Run 1, I/O pins on the die edge:
Pins as bars across the die edge, other pins in grey.
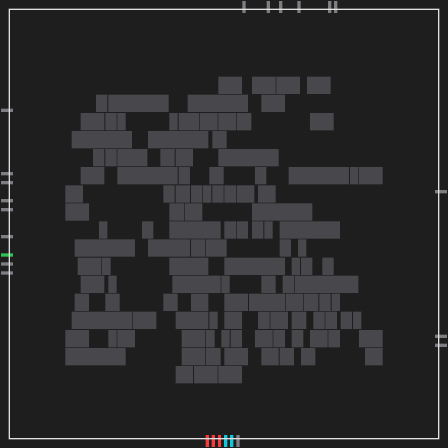
Run 1, the clock network:
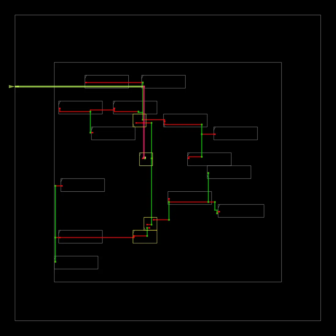
Run 1, clock distribution:
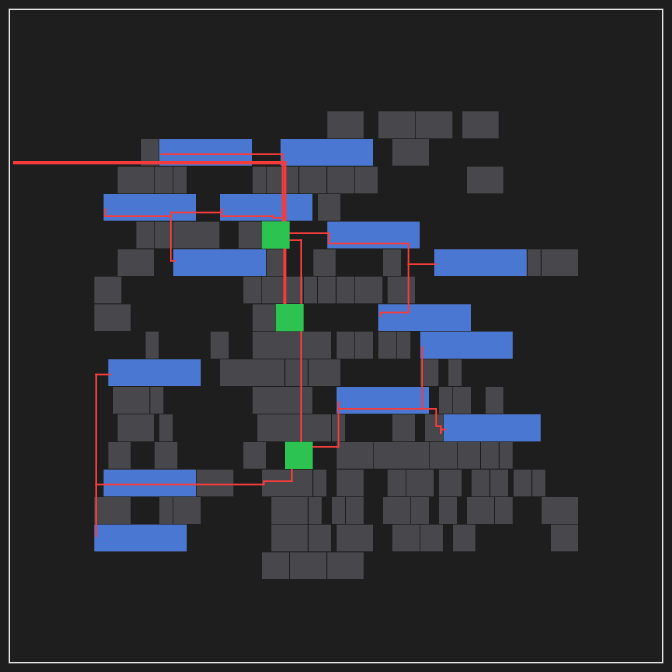
[src/rtl/mod_onehot_pkg.sv]
// Shared definitions for the one-hot modulo-N accumulator: operation codes and operand checking.
package mod_onehot_pkg;

  typedef enum logic [1:0] {
    OP_ADD  = 2'd0,
    OP_SUB  = 2'd1,
    OP_LOAD = 2'd2,
    OP_CLR  = 2'd3
  } op_e;

  // Widest modulus onehot_ok can check; callers zero-extend narrower vectors.
  localparam int MAX_N = 64;

  function automatic logic onehot_ok(input logic [MAX_N-1:0] vec);
    int cnt;
    cnt = 0;
    for (int i = 0; i < MAX_N; i++) begin
      cnt += int'(vec[i]);
    end
    return (cnt == 1);
  endfunction

endpackage

[src/rtl/mod_onehot_rot.sv]
// Combinational one-hot modulo-N add/subtract: each result bit is an OR of AND terms over operand pairs.
module mod_onehot_rot #(
  parameter int N = 3
) (
  input  logic [N-1:0] a,
  input  logic [N-1:0] k,
  input  logic         dir,
  output logic [N-1:0] sum,
  output logic         wrap
);

  logic [N*N-1:0] add_w;
  logic [N*N-1:0] sub_w;

  for (genvar j = 0; j < N; j++) begin : g_bit
    logic [N-1:0] add_t;
    logic [N-1:0] sub_t;
    for (genvar i = 0; i < N; i++) begin : g_term
      // a=i plus k=(j-i) lands on j; a=i minus k=(i-j) lands on j
      assign add_t[i] = a[i] & k[(j - i + N) % N];
      assign sub_t[i] = a[i] & k[(i - j + N) % N];
    end
    assign sum[j] = dir ? |sub_t : |add_t;
  end

  for (genvar i = 0; i < N; i++) begin : g_wa
    for (genvar kk = 0; kk < N; kk++) begin : g_wk
      if (i + kk >= N) begin : g_addw
        assign add_w[i*N+kk] = a[i] & k[kk];
      end else begin : g_addn
        assign add_w[i*N+kk] = 1'b0;
      end
      if (kk > i) begin : g_subw
        assign sub_w[i*N+kk] = a[i] & k[kk];
      end else begin : g_subn
        assign sub_w[i*N+kk] = 1'b0;
      end
    end
  end

  assign wrap = dir ? |sub_w : |add_w;

endmodule

[src/rtl/mod_onehot_accum.sv]
// One-hot modulo-N accumulator with a single registered result stage and valid/ready on both sides.
// The accumulator register doubles as OutSum, so it only moves on accept and holds during stalls.
module mod_onehot_accum
  import mod_onehot_pkg::*;
#(
  parameter int N  = 3,
  parameter int CW = 8
) (
  input  logic          Clk,
  input  logic          Reset,
  input  logic          InValid,
  output logic          InReady,
  input  logic [1:0]    InOp,
  input  logic [N-1:0]  InData,
  output logic          OutValid,
  input  logic          OutReady,
  output logic [N-1:0]  OutSum,
  output logic          OutWrap,
  output logic          OutErr,
  output logic [CW-1:0] WrapCount
);

  localparam logic [N-1:0] ONEHOT_ZERO = N'(1);

  logic [N-1:0]     rot_sum;
  logic             rot_wrap;
  logic             accept;
  logic             data_ok;
  logic [MAX_N-1:0] data_ext;

  always_comb begin
    data_ext         = '0;
    data_ext[N-1:0]  = InData;
  end

  assign data_ok = onehot_ok(data_ext);
  assign InReady = !OutValid || OutReady;
  assign accept  = InValid && InReady;

  mod_onehot_rot #(.N(N)) u_rot (
    .a    (OutSum),
    .k    (InData),
    .dir  (InOp == OP_SUB),
    .sum  (rot_sum),
    .wrap (rot_wrap)
  );

  always_ff @(posedge Clk or posedge Reset) begin
    if (Reset) begin
      OutSum    <= ONEHOT_ZERO;
      OutValid  <= 1'b0;
      OutWrap   <= 1'b0;
      OutErr    <= 1'b0;
      WrapCount <= '0;
    end else if (accept) begin
      OutValid <= 1'b1;
      case (InOp)
        OP_CLR: begin
          OutSum    <= ONEHOT_ZERO;
          OutWrap   <= 1'b0;
          OutErr    <= 1'b0;
          WrapCount <= '0;
        end
        OP_LOAD: begin
          OutWrap <= 1'b0;
          OutErr  <= !data_ok;
          if (data_ok) OutSum <= InData;
        end
        default: begin
          // malformed operands still yield a result so the handshake keeps moving
          OutErr  <= !data_ok;
          OutWrap <= data_ok && rot_wrap;
          if (data_ok) begin
            OutSum <= rot_sum;
            if (rot_wrap) WrapCount <= WrapCount + CW'(1);
          end
        end
      endcase
    end else if (OutReady) begin
      OutValid <= 1'b0;
    end
  end

endmodule

[config.mk]
export PLATFORM = sky130hd
export DESIGN_NAME = mod_onehot_accum
export DESIGN_NICKNAME = d
export VERILOG_FILES = /design/src/rtl/mod_onehot_pkg.sv /design/src/rtl/mod_onehot_rot.sv /design/src/rtl/mod_onehot_accum.sv
export SDC_FILE = /design/constraint.sdc
export NUM_CORES = 1
export LEC_CHECK = 0
export CAP_MARGIN = 20
export CORE_MARGIN = 8
export CORE_UTILIZATION = 37
export DETAILED_ROUTE_END_ITERATION = 8
export SYNTH_ARGS = -nofsm -noshare
export SYNTH_HDL_FRONTEND = slang
export SYNTH_HIERARCHICAL = 1
export SYNTH_SLANG_ARGS = --single-unit
[constraint.sdc]
create_clock -name Clk -period 3.4 [get_ports Clk]
set_input_delay 0.51 -clock Clk [delete_from_list [all_inputs] [get_ports Clk]]
set_output_delay 0.51 -clock Clk [all_outputs]
set_load 0.1 [all_outputs]
==> flow_summary_export.csv, run 1 <==
group,metric,value,unit
logic_synthesis,synth-warning-count,6,
timing,slew_headroom,0.335,
worst_setup_path,critPathBufInv,1,
detailed_routing,drt-initial-drc-count,48,
cells_and_area,seq_cell_count,14,
worst_setup_path,critPathCapture,"WrapCount[5]$_DFFE_PP0P_",
cells_and_area,area_growth,33.7,%
power,pg_seq,0.209,mW
placed_design,placed_area,0.00112,mm²
power,power_switching,0.274,mW
cells_and_area,finalNetCount,133,
detailed_routing,first_pass_iters,4,
min_path,hp-start,"OutWrap$_DFFE_PP0P_",
power,comb_power_share,0.455,
power,powerClk,0.120,mW
timing,drv_slew,0,
clocking,cts_setup_buffers,0,
timing,setup_viol,0,
power,clkPwrFrac,0.199,
floorplan,fp_util,0.391,
logic_synthesis,syn-cell-area,866,µm²
power,power.total,0.602,mW
placed_design,dp_hpwl,1680,µm
grt,first_global_vias,797,
worst_setup_path,crit_cells,9,
logic_synthesis,numSynthFlops,14,
worst_setup_path,r2r_cells,7,
logic_synthesis,ys_sh_mux,0.0173,
floorplan,io_pins,24,
logic_synthesis,ys_seq_frac,0.406,
power,p_per_area,520,mW/mm²
cells_and_area,fill_cells,220,
logic_synthesis,ys_cells,95,
logic_synthesis,top_area_cell,"dfrtp_1",
timing,hold_viol,0,
cells_and_area,largest_register_ffs,8,
cells_and_area,top_register,"WrapCount",
timing,hold_ws,491,ps
power,p_seq_frac,0.347,
worst_setup_path,crit_family,"simple AND/OR/NAND/NOR gates",
placed_design,place_inst,145,
cells_and_area,final_util,0.523,
worst_setup_path,required,3600,ps
cells_and_area,buffers_excl_clock,23,
cells_and_area,buf_share,0.195,
worst_setup_path,critPathArrivalTime,2700,ps
power,cellLeakagePower,0.482,nW
grt,grt_max_degree,15,
min_path,worst_hold_path.num_cells,2,
floorplan,core.rowCount,17,
grt,overflow,0,
timing,max_freq,0.400,GHz
worst_setup_path,rrSetupSlack,1470,ps
logic_synthesis,aoi_share,0.166,
logic_synthesis,logic_family,"simple AND/OR/NAND/NOR gates",
cells_and_area,final_common_cell,"clkdlybuf4s50_1",
cells_and_area,comb_share,0.434,
logic_synthesis,yosys-top-cells-area,"dfrtp_1, o21ai_0, nand2_1, nand3_1, nor2b_1",
logic_synthesis,ys_sh_simple,0.348,
worst_setup_path,worstSetupPathType,"primary input to register",
detailed_routing,ant_nets,0,
power,swShare,0.456,
cells_and_area,logic_area,502,µm²
clocking,path_clk_slew,90,ps
logic_synthesis,yosys_area,866,µm²
cells_and_area,layout.area.seq,352,µm²
min_path,hold_class,"register to register",
clocking,cts_resized,0,
detailed_routing,vias,803,
logic_synthesis,top_area_frac,0.376,
floorplan,fp.coreArea,0.00221,mm²
run,drv_cap,0,
status,status,"completed",
worst_setup_path,slowest_delay,560,ps
clocking,numCtsBuffers,3,
logic_synthesis,synthCells,95,
min_path,min_to,"OutWrap$_DFFE_PP0P_",
floorplan,n_tap_cell,28,
cells_and_area,dominant-cell-class,"multi-input combinational cells",
worst_setup_path,end_kind,"register",
logic_synthesis,xor_share,0.0101,
detailed_routing,routedWlPerCell,15.4,µm
worst_setup_path,timing.rr.start,"OutSum[0]$_DFFE_PP1P_",
clocking,insertion_delay,270,ps
-- 'I/O pins on the die edge' (at the start) --
Key: green = `OutValid` [pins 1, direction output, edge left]; cyan = `InOp` [pins 2, direction input, edge bottom]; red = `InData` [pins 3, direction input, edge bottom]
All pins by edge: 9 left, 6 bottom, 6 top, 3 right.

-- 'the clock network' (at the start) --
Layout Skew: 1.75 ps
CTS sink cnt: 14

-- 'clock distribution' (at the start) --
Key: blue = flip-flops [count 14]; green = clock drivers [count 3]; red = clock wires [length 204 µm]
There are 4 routed clock nets.

[run 1: synthesized netlist by cell type]
master     n
fa_1       1
inv_1      2
or3_1      2
o21ai_0   14
o211ai_1   2
nor3_1     1
and4bb_4   1
and2b_1    3
xor2_1     1
and3_1     2
mux2_4     1
nand3_4    1
a21oi_2    1
nor2b_1    5
o31ai_1    2
o21a_1     2
a21oi_1    4
nand4_4    1
nand2b_1   3
and2_2     3
nand3_1    8
nand4_1    3
nor2_1     3
ha_1       1
dfrtp_1   13
and2_1     1
nand2_1   12
dfstp_2    1
buf_2      1
[run 1: layer usage]
metal,up-vias,GRT usage,part of all wire
li1,393,-,-
met1,379,0.140,0.44
met2,29,0.176,0.48
met3,2,0.0418,0.073
met4,0,0.0572,0.0061
met5,-,0,0
Run 1, cells by drive strength:
Scale bar: 20 µm.
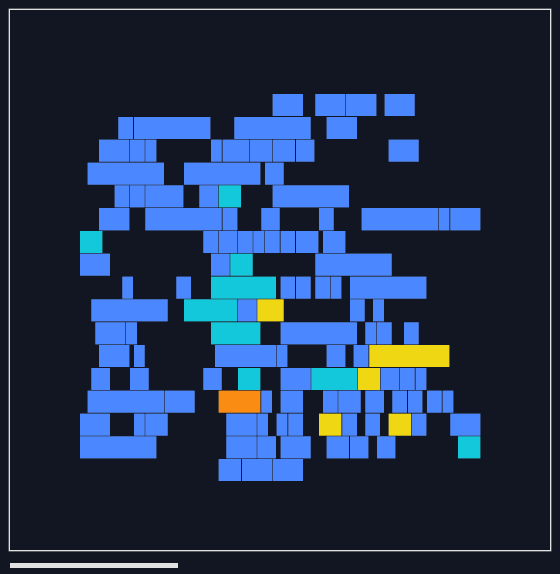

==> run 2: changes to the inputs <==
clock period = 2.43 ns   (was 3.4 ns; I/O delays follow)
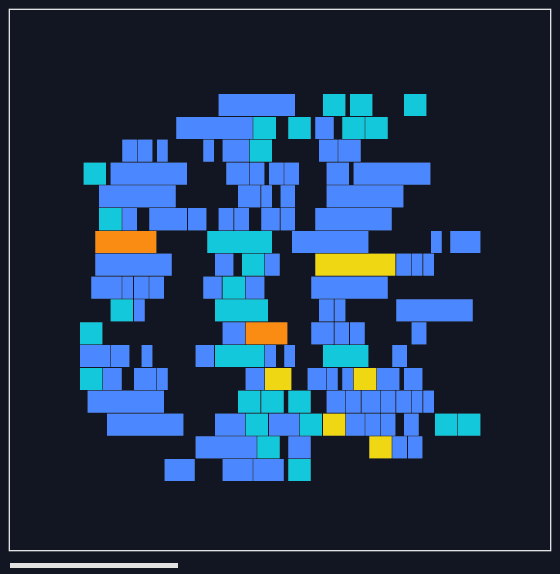
Run 2: cells by drive strength
Scale bar: 20 µm.
Key: yellow = _2 cells [cells 5, share 3.9%]; cyan = _3 and _4 cells [cells 28, share 22%]; blue = _0 and _1 cells [cells 93, share 73%]; orange = _6 and larger [cells 2, share 1.6%]

==> flow_summary_export.csv, run 2 <==
group,metric,value,unit
grt,use_met3,0.0314,
logic_synthesis,edf_count,0,
floorplan,io_pins,24,
logic_synthesis,top_area_cell,"dfrtp_1",
clocking,clock_sinks,14,
power,p_seq_frac,0.347,
logic_synthesis,synth-warning-count,6,
timing,hold_viol,0,
timing,slew_headroom,0.640,
logic_synthesis,most_common_cell,"o21ai_0",
grt,first_global_vias,837,
cells_and_area,area_growth,37.4,%
detailed_routing,first_pass_iters,4,
grt,grt_max_degree,15,
cells_and_area,final_common_cell,"buf_4",
timing,max_freq,0.468,GHz
timing,clock-skew-final,1.42,ps
power,powerClk,0.171,mW
power,cellLeakagePower,0.543,nW
worst_setup_path,rrSetupSlack,560,ps
logic_synthesis,top_area_frac,0.376,
logic_synthesis,ff_type,"dfrtp_1",
logic_synthesis,yosys-top-cells-area,"dfrtp_1, o21ai_0, nand2_1, nand3_1, nor2b_1",
logic_synthesis,synthCells,95,
logic_synthesis,ys_seq_frac,0.406,
detailed_routing,routedWlPerCell,14.1,µm
logic_synthesis,numSynthFlops,14,
cells_and_area,largest_register_ffs,8,
logic_synthesis,ys_cells,95,
worst_setup_path,required,2640,ps
clocking,cts_resized,0,
grt,overflow,0,
detailed_routing,vias,828,
floorplan,fp_util,0.391,
power,comb_power_share,0.451,
logic_synthesis,syn-cell-area,866,µm²
worst_setup_path,slowest_delay,470,ps
status,status,"completed",
clocking,cts_setup_buffers,0,
detailed_routing,ant_nets,0,
logic_synthesis,yosys_area,866,µm²
logic_synthesis,async_reset_ff_frac,1.00,
power,power_switching,0.385,mW
power,swShare,0.456,
placed_design,dp_hpwl,1720,µm
cells_and_area,logic_area,502,µm²
grt,busiest_layer,"met2",
logic_synthesis,top_cells_by_count,"o21ai_0, dfrtp_1, nand2_1",
[run 2: kinds of logic after synthesis]
| family | after synthesis | synth area share |
|---|---|---|
| AND/OR/NAND/NOR | 49 | 0.348 |
| AND-OR/OR-AND | 25 | 0.166 |
| flip-flops | 14 | 0.406 |
| buffers and inverters | 3 | 0.0144 |
| adder cells (fa/ha/maj) | 2 | 0.0376 |
| XOR/XNOR | 1 | 0.0101 |
| multiplexers | 1 | 0.0173 |
[run 2: critical path, delay by kind of cell]
family	cells	cell delay (ps)
buffers and inverters	1	470
AND/OR/NAND/NOR	6	1100
AND-OR/OR-AND	1	160
multiplexers	1	240
[run 2: layout make-up]
class                      instances  area share
clock buffer                       4      0.0305
timing repair buffer              30       0.217
tap                               28      0.0294
inverter                           2     0.00631
multi-input combinational         78       0.422
sequential                        14       0.295
==> run 3: changes to the inputs <==
SLEW_MARGIN = 20   (was not set)
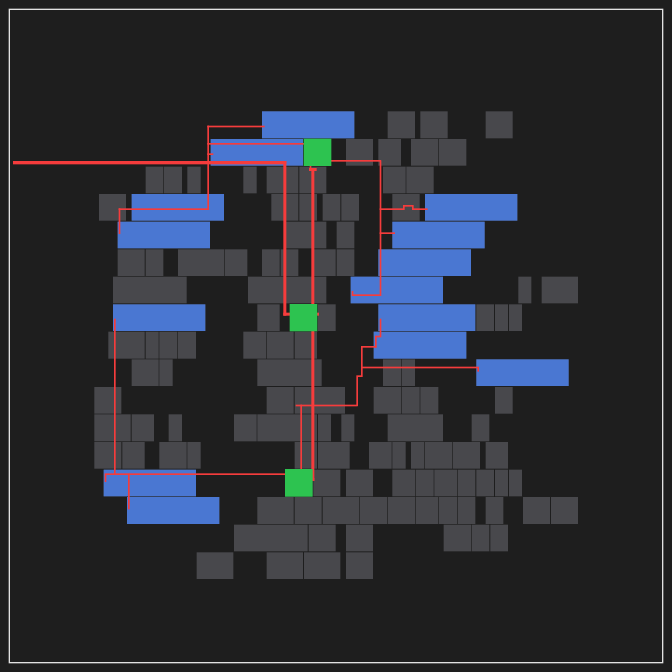
Run 3: clock distribution
Key: red = clock wires [length 217 µm]; green = clock drivers [count 3]; blue = flip-flops [count 14]
There are 4 routed clock nets.

==> flow_summary_export.csv, run 3 <==
group,metric,value,unit
worst_setup_path,slowest_delay,470,ps
floorplan,fp_util,0.391,
cells_and_area,nClkBuffers,4,
clocking,cts_setup_buffers,0,
floorplan,n_tap_cell,28,
logic_synthesis,synthCells,95,
cells_and_area,final_common_cell,"buf_4",
logic_synthesis,ys_sh_mux,0.0173,
logic_synthesis,numSynthFlops,14,
floorplan,die_area,0.00414,mm²
detailed_routing,routedWlPerCell,14.1,µm
cells_and_area,dominant-cell-class,"multi-input combinational cells",
logic_synthesis,yosys-top-cells-area,"dfrtp_1, o21ai_0, nand2_1, nand3_1, nor2b_1",
cells_and_area,comb_share,0.422,
cells_and_area,seq_area_frac,0.295,
logic_synthesis,ff_type,"dfrtp_1",
power,powerClk,0.171,mW
floorplan,io_pins,24,
placed_design,dp_hpwl,1720,µm
logic_synthesis,most_common_cell,"o21ai_0",
power,swShare,0.456,
logic_synthesis,top_area_frac,0.376,
cells_and_area,seq_cell_count,14,
logic_synthesis,logic_family,"simple AND/OR/NAND/NOR gates",
cells_and_area,area_growth,37.4,%
grt,antenna_found_initial,0,
logic_synthesis,ys_cells,95,
power,comb_power_share,0.451,
logic_synthesis,aoi_share,0.166,
detailed_routing,ant_nets,0,
power,p_seq_frac,0.347,
cells_and_area,buf_share,0.217,
logic_synthesis,edf_count,0,
timing,clock-skew-final,1.42,ps
cells_and_area,comb_cells,78,
logic_synthesis,ys_seq_frac,0.406,
worst_setup_path,required,2640,ps
logic_synthesis,xor_share,0.0101,
timing,max_freq,0.468,GHz
cells_and_area,n_all_inverters,2,
power,cellLeakagePower,0.543,nW
logic_synthesis,async_reset_ff_frac,1.00,
grt,first_global_vias,837,
detailed_routing,vias,828,
power,power_switching,0.385,mW
status,status,"completed",
logic_synthesis,yosys_area,866,µm²
logic_synthesis,ys_sh_simple,0.348,
logic_synthesis,synth-adder-area-share,0.0376,
clocking,cts_resized,0,
clocking,clock_sinks,14,
logic_synthesis,top_area_cell,"dfrtp_1",
cells_and_area,logic_area,502,µm²
grt,overflow,0,
worst_setup_path,rrSetupSlack,560,ps
## run 3: cell counts in the layout (fill, tap and decap cells not counted)
Identical to the previous run, type by type.
## run 3: per-layer routing
metal  up-vias  GRT usage  share of wire
met5         -          0              0
met4         0     0.0708          0.021
met3         5     0.0314          0.054
met2        25      0.164           0.46
met1       389      0.150           0.47
li1        409          -              -
## run 3: metrics by stage
stage	hold slack, ps	TNS (ps)	worst slack (ps)	cells	area [µm²]
2_1_floorplan	253	0	65.5	95	866
3_5_place_dp	474	-19.2	-19.2	152	1150
5_1_grt	467	0	187	156	1190
3_3_place_gp	465	0	41.8	152	1150
6_report	419	0	295	156	1190
4_1_cts	424	0	296	156	1190
## run 3: worst max-delay path: cells and delay by family
kind,cells,cell delay (ps)
compound gates,1,160
buf+inv,1,470
mux,1,240
simple gates,6,1100
Power figures rest on the tool's default switching activity, not on a simulated workload.
